**Run 1: placement view**

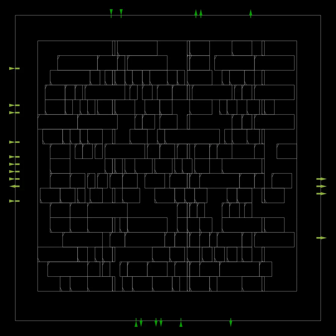
**Run 1: register map, names as in the netlist**

Drawn at 10 px/micron.
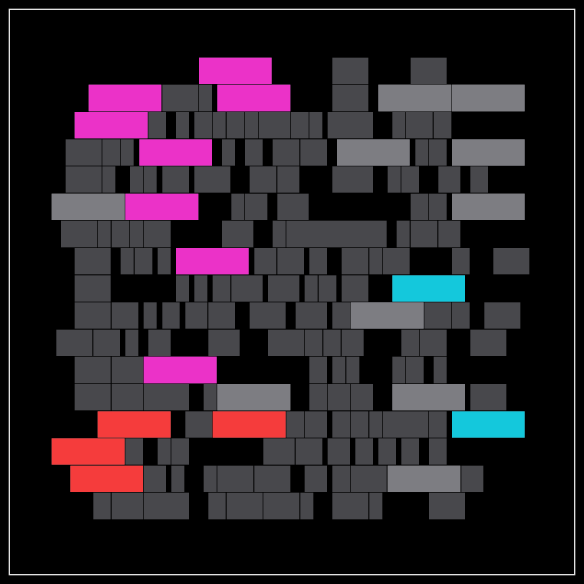
**Run 1: wiring by layer**

Drawn at 6 px/micron. Two of the layers only.
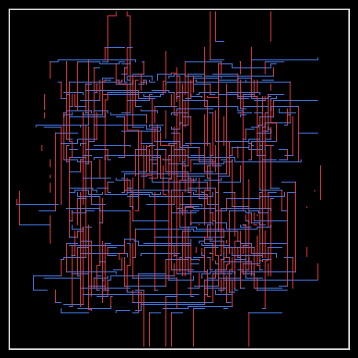
==> src/rtl/tsc_trigger_sequencer.sv <==
// Armable trigger sequencer: counts AES completion pulses and opens a fixed trigger window at a threshold.
// Optional macro TSC_AUTO_REARM_EN: re-arm (or drop to IDLE) after the window instead of parking.
module tsc_trigger_sequencer #(
    parameter int               CNT_W      = 8,
    parameter logic [CNT_W-1:0] THRESH_RST = CNT_W'(16),
    parameter int               WIN_LEN    = 4
) (
    input  logic             clk,
    input  logic             rst,
    input  logic             arm,
    input  logic             aes_done,
    input  logic             cfg_we,
    input  logic [CNT_W-1:0] cfg_thresh,
    output logic             cfg_rej,
    output logic [1:0]       state,
    output logic [CNT_W-1:0] count,
    output logic             trigger
);

    localparam int WIN_W = 4;

    typedef enum logic [1:0] {
        IDLE  = 2'd0,
        ARMED = 2'd1,
        FIRE  = 2'd2,
        PARK  = 2'd3
    } state_t;

    state_t           cur_state, state_n;
    logic [CNT_W-1:0] thresh_q, thresh_n;
    logic [CNT_W-1:0] count_n, count_inc, eff_thresh;
    logic [WIN_W-1:0] win_q, win_n;
    logic             trigger_n, cfg_rej_n;

    assign state      = cur_state;
    assign count_inc  = count + CNT_W'(1);
    // A programmed threshold of zero behaves as one.
    assign eff_thresh = (thresh_q == '0) ? CNT_W'(1) : thresh_q;

    always_ff @(posedge clk) begin
        if (rst) begin
            cur_state <= IDLE;
            count     <= '0;
            thresh_q  <= THRESH_RST;
            win_q     <= '0;
            trigger   <= 1'b0;
            cfg_rej   <= 1'b0;
        end else begin
            cur_state <= state_n;
            count     <= count_n;
            thresh_q  <= thresh_n;
            win_q     <= win_n;
            trigger   <= trigger_n;
            cfg_rej   <= cfg_rej_n;
        end
    end

    always_comb begin
        state_n  = cur_state;
        count_n  = count;
        thresh_n = thresh_q;
        win_n    = win_q;
        case (cur_state)
            IDLE: begin
                if (cfg_we)
                    thresh_n = cfg_thresh;
                if (arm) begin
                    state_n = ARMED;
                    count_n = '0;
                end
            end
            ARMED: begin
                // Disarm wins over a coincident completion pulse.
                if (!arm) begin
                    state_n = IDLE;
                    count_n = '0;
                end else if (aes_done) begin
                    count_n = count_inc;
                    if (count_inc == eff_thresh) begin
                        state_n = FIRE;
                        win_n   = WIN_W'(WIN_LEN);
                    end
                end
            end
            FIRE: begin
                win_n = win_q - WIN_W'(1);
                if (win_q == WIN_W'(1)) begin
`ifdef TSC_AUTO_REARM_EN
                    count_n = '0;
                    state_n = arm ? ARMED : IDLE;
`else
                    state_n = PARK;
`endif
                end
            end
            PARK: begin
                if (!arm) begin
                    state_n = IDLE;
                    count_n = '0;
                end
            end
            default: state_n = IDLE;
        endcase
        trigger_n = (state_n == FIRE);
        cfg_rej_n = cfg_we && (cur_state != IDLE);
    end

endmodule

==> config.mk <==
export PLATFORM = sky130hd
export DESIGN_NAME = tsc_trigger_sequencer
export DESIGN_NICKNAME = d
export VERILOG_FILES = /design/src/rtl/tsc_trigger_sequencer.sv
export SDC_FILE = /design/constraint.sdc
export NUM_CORES = 1
export LEC_CHECK = 0
export CAP_MARGIN = 20
export CORE_MARGIN = 4
export CORE_UTILIZATION = 54
export CTS_CLUSTER_DIAMETER = 150
export DETAILED_ROUTE_END_ITERATION = 10
export HOLD_SLACK_MARGIN = 0.03
export PLACE_DENSITY_LB_ADDON = 0.25
export SLEW_MARGIN = 10
export SYNTH_ARGS = -nofsm -noshare
export SYNTH_HDL_FRONTEND = slang
export SYNTH_SLANG_ARGS = --single-unit
==> constraint.sdc <==
create_clock -name clk -period 7 [get_ports clk]
set_clock_uncertainty 0.05 [all_clocks]
set_input_delay 1.75 -clock clk [delete_from_list [all_inputs] [get_ports clk]]
set_output_delay 1.75 -clock clk [all_outputs]
set_load 0.1 [all_outputs]
==> run_results.csv, run 1 <==
group,metric,value,unit
status,outcome,"finished, final reports clean",
pwr,netSwitchingFraction,0.266,
clocking,root_buffer,"clkbuf_4",
worst_hold_path,hold_class,"reg2reg",
sta,relSlewSlack,0.353,
drt,wl_met2,1520,microns
finish,multiInputCombCellCount,123,
worst_setup_path,startpoint_type,"flop",
yosys,syn-cell-area,0.00126,sq mm
worst_setup_path,r2r_cells,7,
finish,clk_share,0.0146,
flow_run,maxCapViolations,0,
yosys,fa_ha_area_frac,0.0297,
finish,fin_nets,196,
drt,ant_nets,0,
global_routing,met3_usage,0.0460,
sta,final-max-slew-violation-count,0,
worst_setup_path,cp.required,5.20,ns
global_routing,grtUsageTotal,0.198,
yosys,ys_sh_aoi,0.215,
pwr,clockPowerShare,0.248,
finish,largestClassByArea,"logic gates",
Back to the opening pictures, 'placement view':
core area: 0.00221 sq mm
Flops: 24
fin cells: 206
TAP cells: 28

Back to the opening pictures, 'register map, names as in the netlist':
[magenta] `thresh_q` | flops: 8
[cyan] `state` | flops: 2
[red] `win_q` | flops: 4 | where: south-west
sequential cell area: 480 sq um
Final Core Density: 0.696

Back to the opening pictures, 'wiring by layer':
[blue] M1 | wire length: 1290 microns
[red] M2 | wire length: 1520 microns
total number of vias: 1248
drt wl/cell: 14.8 microns

## run 1: worst max path at each step
stage | startpoint | end | slack (ns) | cells past startpoint
4_1_cts | count[5] | count[5] | 3.18 | 1
2_1_floorplan | count[0] | win_q[1] | 3.88 | 7
3_3_place_gp | count[3] | count[3] | 3.57 | 1
6_report | count[5] | count[5] | 3.18 | 1
3_5_place_dp | aes_done | win_q[1] | 3.54 | 6
5_1_grt | count[5] | count[5] | 3.13 | 1
## run 1: through the flow
stage	instances	utilization	total power [mW]	worst slack [ns]	cell area (sq um)
6_report	206	0.696	0.240	3.18	1540
3_3_place_gp	203	0.686	0.181	3.57	1520
5_1_grt	206	0.696	0.250	3.13	1540
2_1_floorplan	157	-	0.170	3.88	1260
3_5_place_dp	203	0.686	0.183	3.54	1520
4_1_cts	206	0.696	0.240	3.18	1540
==> run 2: changes to the inputs <==
--- a/config.mk
+++ b/config.mk
@@ -7,7 +7,7 @@
 export LEC_CHECK = 0
 export CAP_MARGIN = 20
 export CORE_MARGIN = 4
-export CORE_UTILIZATION = 54
+export CORE_UTILIZATION = 50
 export CTS_CLUSTER_DIAMETER = 150
 export DETAILED_ROUTE_END_ITERATION = 10
 export HOLD_SLACK_MARGIN = 0.03
==> constraint.sdc (replaced) <==
create_clock -name clk -period 3.8 [get_ports clk]
set_clock_uncertainty 0.05 [all_clocks]
set_input_delay 0.95 -clock clk [delete_from_list [all_inputs] [get_ports clk]]
set_output_delay 0.95 -clock clk [all_outputs]
set_load 0.1 [all_outputs]
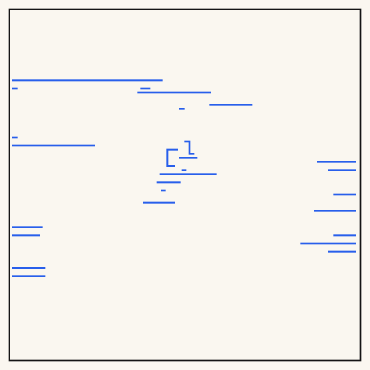
**Above:** run 2 (M3 wires).
Drawn at 6 px/micron.
share of all routed wire: 5.1%
wire length on this layer: 148 microns
drt total wl: 2910 microns
met3 GRT Util: 0.0373

==> run 2 against run 1 <==
Effect of this change: flip-flop count did not move; sequential share of layout area rose by 0.076 points; core utilization fell by 3.4 points; clock power rose by 120%; largest cell class unchanged; global-route usage fell by 1.3 points.
==> run_results.csv, run 2 <==
group,metric,value,unit
pwr,p_total,465,uW
finish,multiInputCombCellCount,123,
sta,fin_ws,0.903,ns
global_routing,gr-usage-met2,0.327,
finish,nClkBuffers,4,
drt,wl_per_cell,14.1,microns
floorplan,ios,25,
sta,timing.fmax,345,MHz
finish,seq_cells,24,
clocking,root_buffer,"clkbuf_4",
floorplan,n_tap_cell,28,
drt,ant_nets,0,
finish,fin_nets,196,
worst_hold_path,hold_class,"reg2reg",
finish,largestClassByArea,"logic gates",
worst_setup_path,worst_setup_path_end_kind,"output port",
finish,stdcell_count,207,
sta,finalHoldViolCount,0,
worst_setup_path,critPathSlowestCell,"clkdlybuf4s50_1",
worst_setup_path,cp.required,2.80,ns
flow_run,maxCapViolations,0,
drt,num_vias,1213,
placed_design,place_area,0.00150,sq mm
placed_design,place_ws,1.13,ns
clocking,cts-buffers-inserted,3,
worst_setup_path,crit_path_start,"count[7]",
sta,final-max-slew-violation-count,0,
finish,clk_share,0.0236,
pwr,p_leak,0.570,nW
placed_design,placed_cells,203,
worst_hold_path,min_from,"thresh_q[7]",
sta,relSlewSlack,0.350,
pwr,cellPowerDensity,303,mW/mm^2
status,outcome,"finished, final reports clean",
yosys,syn-cell-area,0.00126,sq mm
finish,area_growth,21.4,%
worst_setup_path,r2r_cells,7,
yosys,edf_count,0,
worst_setup_path,cp.depth,1,
worst_setup_path,startpoint_type,"flop",
finish,fin_area,0.00154,sq mm
drt,wl_met2,1480,microns
worst_setup_path,crit_end,"count[7]",
finish,seq_area,480,sq um
yosys,synth.distinct_cells,37,
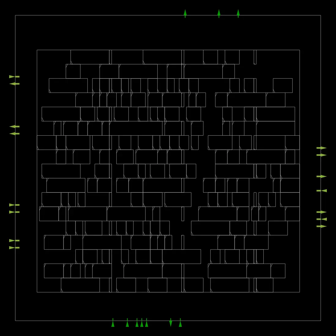
**Above:** run 2 (placement view).
filler instances: 199
flop share of the area: 0.313
Site Rows: 17
Final Core Density: 0.662
core area: 0.00232 sq mm

==> run 2: netlist changes by cell type in the layout (fill, tap and decap cells not counted) <==
cell             before  now
buf_4                 0    7
clkbuf_8              0    1
clkdlybuf4s50_1      24   17
==> run 2: kinds of logic after synthesis <==
family,share of synthesized area
and+or+nand+nor,0.289
AOI/OAI and AO/OA,0.215
DFF,0.380
buffers and inverters,0.0307
xor gates and xnor gates,0.0485
adders and majority gates,0.0297
muxes,0.00791
==> run 2: report_power, final <==
part / switching, mW / total (mW) / leakage (nW) / internal, mW
Clock: 0.0751 / 0.134 / 0.0210 / 0.0585
Sequential: 0.00679 / 0.265 / 0.195 / 0.258
Combinational: 0.0375 / 0.0669 / 0.354 / 0.0294
Power and IR drop assume default switching activity.
